`src/rtl/cache_pkg.sv`:
```
// Shared types and width helpers for the cache line-fill controller.
// Widths derive from the module parameters, so they are exposed as constant functions.
package cache_pkg;

  typedef enum logic [1:0] {
    IDLE = 2'd0,
    FILL = 2'd1,
    DONE = 2'd2
  } fill_state_e;

  // Bits needed to index a word within a line.
  function automatic int word_idx_w(input int line_words);
    return $clog2(line_words);
  endfunction

  // Byte-offset bits below the word index; zero when words are single bytes.
  function automatic int byte_off_w(input int word_bytes);
    return $clog2(word_bytes);
  endfunction

endpackage

```
`src/rtl/wrap_counter.sv`:
```
// Fill progress counter: counts up to LINE_WORDS and reports the word slot
// reached when starting from an arbitrary word and wrapping around the line.
module wrap_counter
  import cache_pkg::*;
#(
  parameter  int LINE_WORDS = 8,
  localparam int IW         = word_idx_w(LINE_WORDS),
  localparam int CW         = IW + 1
) (
  input  logic          clk,
  input  logic          rst,
  input  logic          en,
  input  logic          clr,
  input  logic [IW-1:0] start,
  output logic [CW-1:0] count,
  output logic [IW-1:0] idx
);

  logic [CW-1:0] count_q, count_d;

  always_comb begin
    count_d = count_q;
    if (clr) begin
      count_d = '0;
    end else if (en) begin
      count_d = count_q + CW'(1);
    end
  end

  always_ff @(posedge clk or posedge rst) begin
    if (rst) begin
      count_q <= '0;
    end else begin
      count_q <= count_d;
    end
  end

  assign count = count_q;
  // The index drops the carry bit, which is exactly the modulo-LINE_WORDS wrap.
  assign idx   = start + count_q[IW-1:0];

endmodule

```
`src/rtl/cache_fill_ctrl.sv`:
```
// Cache line-fill controller: on a miss, streams LINE_WORDS word requests to
// memory back-to-back, writes returned words in issue order, then writes the tag.
module cache_fill_ctrl
  import cache_pkg::*;
#(
  parameter  int ADDR_W     = 16,
  parameter  int LINE_WORDS = 8,
  parameter  int WORD_BYTES = 2,
  parameter  int CWF        = 0,
  localparam int IW         = word_idx_w(LINE_WORDS),
  localparam int CW         = IW + 1
) (
  input  logic              clk,
  input  logic              rst,
  input  logic              miss_detected,
  input  logic [ADDR_W-1:0] miss_address,
  input  logic              memory_data_valid,
  output logic              fsm_busy,
  output logic [ADDR_W-1:0] memory_address,
  output logic              mem_req,
  output logic              write_data_array,
  output logic [IW-1:0]     data_word_sel,
  output logic              write_tag_array,
  output fill_state_e       dbg_state
);

  localparam int              OFF_W     = byte_off_w(WORD_BYTES);
  localparam logic [ADDR_W-1:0] LINE_MASK = ADDR_W'(LINE_WORDS * WORD_BYTES - 1);
  localparam logic [CW-1:0]   LW_CNT    = CW'(LINE_WORDS);
  localparam logic [CW-1:0]   LW_LAST   = CW'(LINE_WORDS - 1);

  fill_state_e       state_q, state_d;
  logic [ADDR_W-1:0] base_q, base_d;
  logic [IW-1:0]     start_q, start_d;

  logic [CW-1:0] req_cnt, resp_cnt;
  logic [IW-1:0] req_idx, resp_idx;
  logic          req_en, resp_en, last_resp, cnt_clr;

  // Requests free-run ahead of responses; both stop once the line is covered.
  assign req_en    = (state_q == FILL) && (req_cnt != LW_CNT);
  assign resp_en   = (state_q == FILL) && memory_data_valid && (resp_cnt != LW_CNT);
  assign last_resp = resp_en && (resp_cnt == LW_LAST);
  assign cnt_clr   = (state_q != FILL);

  wrap_counter #(.LINE_WORDS(LINE_WORDS)) u_req_cnt (
    .clk   (clk),
    .rst   (rst),
    .en    (req_en),
    .clr   (cnt_clr),
    .start (start_q),
    .count (req_cnt),
    .idx   (req_idx)
  );

  wrap_counter #(.LINE_WORDS(LINE_WORDS)) u_resp_cnt (
    .clk   (clk),
    .rst   (rst),
    .en    (resp_en),
    .clr   (cnt_clr),
    .start (start_q),
    .count (resp_cnt),
    .idx   (resp_idx)
  );

  always_comb begin
    state_d = state_q;
    base_d  = base_q;
    start_d = start_q;
    unique case (state_q)
      IDLE: begin
        if (miss_detected) begin
          state_d = FILL;
          base_d  = miss_address & ~LINE_MASK;
          start_d = (CWF != 0) ? IW'(miss_address >> OFF_W) : '0;
        end
      end
      FILL:    if (last_resp) state_d = DONE;
      DONE:    state_d = IDLE;
      default: state_d = IDLE;
    endcase
  end

  always_ff @(posedge clk or posedge rst) begin
    if (rst) begin
      state_q <= IDLE;
      base_q  <= '0;
      start_q <= '0;
    end else begin
      state_q <= state_d;
      base_q  <= base_d;
      start_q <= start_d;
    end
  end

  // Outputs decode registered state only, so reset clears them without a clock edge.
  assign fsm_busy         = (state_q != IDLE);
  assign mem_req          = req_en;
  assign memory_address   = req_en ? (base_q | (ADDR_W'(req_idx) << OFF_W)) : '0;
  assign write_data_array = resp_en;
  assign data_word_sel    = resp_en ? resp_idx : '0;
  assign write_tag_array  = (state_q == DONE);
  assign dbg_state        = state_q;

endmodule

```
`config.mk`:
```
export PLATFORM = sky130hd
export DESIGN_NAME = cache_fill_ctrl
export DESIGN_NICKNAME = d
export VERILOG_FILES = /design/src/rtl/cache_pkg.sv /design/src/rtl/wrap_counter.sv /design/src/rtl/cache_fill_ctrl.sv
export SDC_FILE = /design/constraint.sdc
export NUM_CORES = 1
export LEC_CHECK = 0
export CAP_MARGIN = 15
export CELL_PAD_IN_SITES_DETAIL_PLACEMENT = 0
export CELL_PAD_IN_SITES_GLOBAL_PLACEMENT = 1
export CORE_AREA = 2 2 72 74
export DETAILED_ROUTE_END_ITERATION = 12
export DIE_AREA = 0 0 74 76
export MAX_ROUTING_LAYER = met4
export PLACE_DENSITY_LB_ADDON = 0.3
export SLEW_MARGIN = 20
export SYNTH_ARGS = -nofsm -noshare
export SYNTH_HDL_FRONTEND = slang
export SYNTH_SLANG_ARGS = --single-unit
```
`constraint.sdc`:
```
create_clock -name clk -period 2 [get_ports clk]
set_clock_uncertainty 0.2 [all_clocks]
set_input_delay 0.4 -clock clk [delete_from_list [all_inputs] [get_ports clk]]
set_output_delay 0.4 -clock clk [all_outputs]
set_load 0.005 [all_outputs]
```
### Cell classes on the final placement

Fill, decap, tap and diode cells in grey.
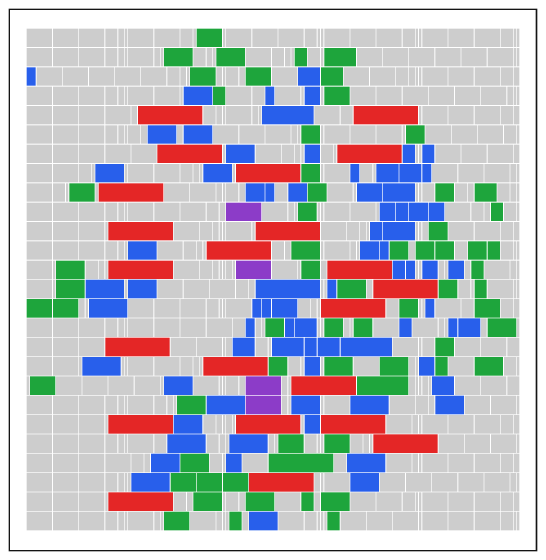
Purple marks clock drivers and dummy loads, cells 4. Red marks flip-flops, cells 22. Green marks other buffers and delay cells, cells 64. Blue marks all other logic, cells 75.

### Signal metal coverage by tile

15 x 15 tiles, from dark blue (low) to red (high), scaled to the fullest tile. Values are wire area over tile area, all layers added.
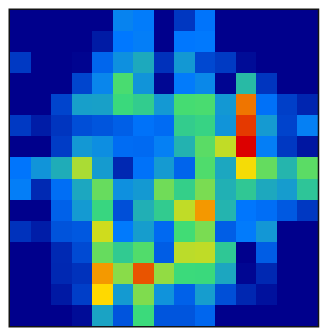
14% of the tiles are over half the peak. The mean over all tiles is 0.081. The emptiest ninth of the die: upper left.

### Cell outlines without signal wires

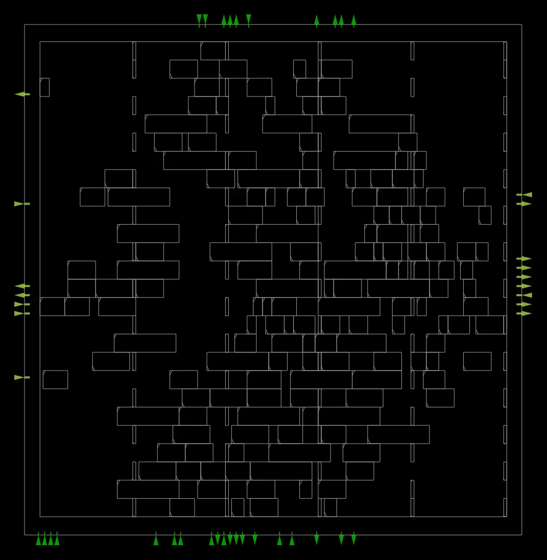
# Taps: 70
Util after Layout: 39.8%
fraction of area in registers: 28.1%

==> flow_metrics.py <==
# Metrics from the implementation run
metrics = {
    "power": {
        "p_leak_nw": 0.971,
    },
    "placed_design": {
        "place_area_um2": 1750,
        "port_buffers": 39,
        "pre_cts_ws_ns": -0.364,
        "place.gp.congestion": 0.715,
    },
    "synth": {
        "yosysTopAreaCell": "dfrtp_1",
        "yosysWarningCount": 0,
        "syn_inst": 102,
        "netlist_area_um2": 1180,
        "async_reset_ff_share_pct": 100,
        "common_cells": "22 x dfrtp_1, 18 x and3_1, 9 x mux2_4",
        "ys.flop_type": "dfrtp_1",
        "synth_area_per_cell_um2": 11.6,
        "edf_count": 0,
    },
    "floorplanning": {
        "num_io_pins": 45,
        "core_area_um2": 4910,
        "num_rows": 26,
        "chipWidth_um": 74,
    },
    "critical_path": {
        "arrival_ns": 1.45,
        "worstPathRequired_ns": 1.40,
        "path_max_fanout": 7,
        "crit_start": "u_req_cnt.count[0]",
        "critPathCaptureType": "output port",
        "critical_path_class": "register to output port",
        "endpoint": "memory_address[1]",
    },
    "cells_and_area": {
        "drive_gt1_share_pct": 51.5,
        "final_cell_mix": "22 x dfrtp_1, 19 x buf_4, 15 x clkdlybuf4s50_1, 15 x buf_6, 12 x and3_4",
        "mi_logic_area_um2": 654,
        "syn2layout_area_growth_pct": 65.9,
    },
    "clock_tree": {
        "cts_hold_buf": 0,
        "clk_pin_slew_ns": 0.08,
        "numCtsBuffers": 3,
        "clock.latency.late_pin_ns": 0.26,
        "clock-root-buffer": "clkbuf_8",
        "cts_tree": "built",
    },
    "route": {
        "drt_wl_total_mm": 2.99,
        "drc": 0,
        "dr.pass1.iters": 4,
        "viasPerCell": 4.21,
        "ant_nets": 0,
    },
    "run_status": {
        "status": "finished, violations left",
        "violations": "setup timing",
    },
    "timing": {
        "setup-violations-final": 10,
        "layout_min_cycle_time_ns": 2.05,
        "rsz0062_at_grt": "true",
        "fmaxAchievable_mhz": 488,
        "fin_ws_ns": -0.0509,
        "final_max_slew_viol_count": 0,
    },
    "grt": {
        "grt_pass1_wl_mm": 4.91,
        "gr-usage-all-layers_pct": 11.4,
        "grt_max_degree": 23,
    },
    "flow_run": {
        "maxCapViolCount": 0,
    },
}
## critical path: stages, from the launching register on
cell	delay (ns)
dfrtp_1	0.39
inv_2	0.07
ha_4	0.14
nand3b_4	0.12
clkbuf_16	0.18
and3_1	0.18
clkbuf_2	0.11
## cell families after synthesis
family                   after synthesis  share of synthesized area [%]
AND/OR/NAND/NOR                       43                           23.3
XOR/XNOR                               4                           2.97
AND-OR/OR-AND                          4                           2.12
multiplexers                          13                           15.2
flip-flops                            22                           46.7
adder cells (fa/ha/maj)                4                           4.24
other                                  1                          0.318
buffers and inverters                 11                           5.20
## metrics by stage
stage | power, mW | utilization (%) | cells
floorplan | 1.59 | - | 102
global placement | 2.44 | 35.7 | 222
detailed placement | 2.47 | 35.7 | 222
CTS | 2.84 | 38.2 | 233
global route | 3.38 | 39.8 | 235
finish | 3.12 | 39.8 | 235
## flip-flops by register name (all words and copies together) (netlist names)
| name | flops |
|---|---|
| u_req_cnt.count | 4 |
| base_q | 12 |
| dbg_state | 2 |
| u_resp_cnt.count | 4 |
## routing by layer
layer  global-route usage (%)  wire (um)  part of all wire [%]
met3                     1.19         62                   2.1
met1                     13.4       1310                    44
met4                     5.27         53                   1.8
met2                     19.2       1570                    52
met5                        -          0                     0
## what timing repair did
action | CTS | global route
setup buffers | 7 | 3
resized | 57 | 57
pin swaps | 5 | 8
gates cloned | 0 | 1
setup endpoints to repair | 22 | 22
## report_power, final
part	switching (mW)	internal, mW	total [mW]
logic	0.706	1.30	2.01
registers	0.132	0.659	0.791
clock network	0.142	0.175	0.317
## area by class of cell
type / instances / share of cell area, %
clock buffer: 4 / 2.81
multi-input combinational: 69 / 33.4
timing repair buffer: 64 / 30.0
tap: 70 / 4.48
inverter: 6 / 1.15
sequential: 22 / 28.1
Power is estimated from default activity; no workload was simulated.
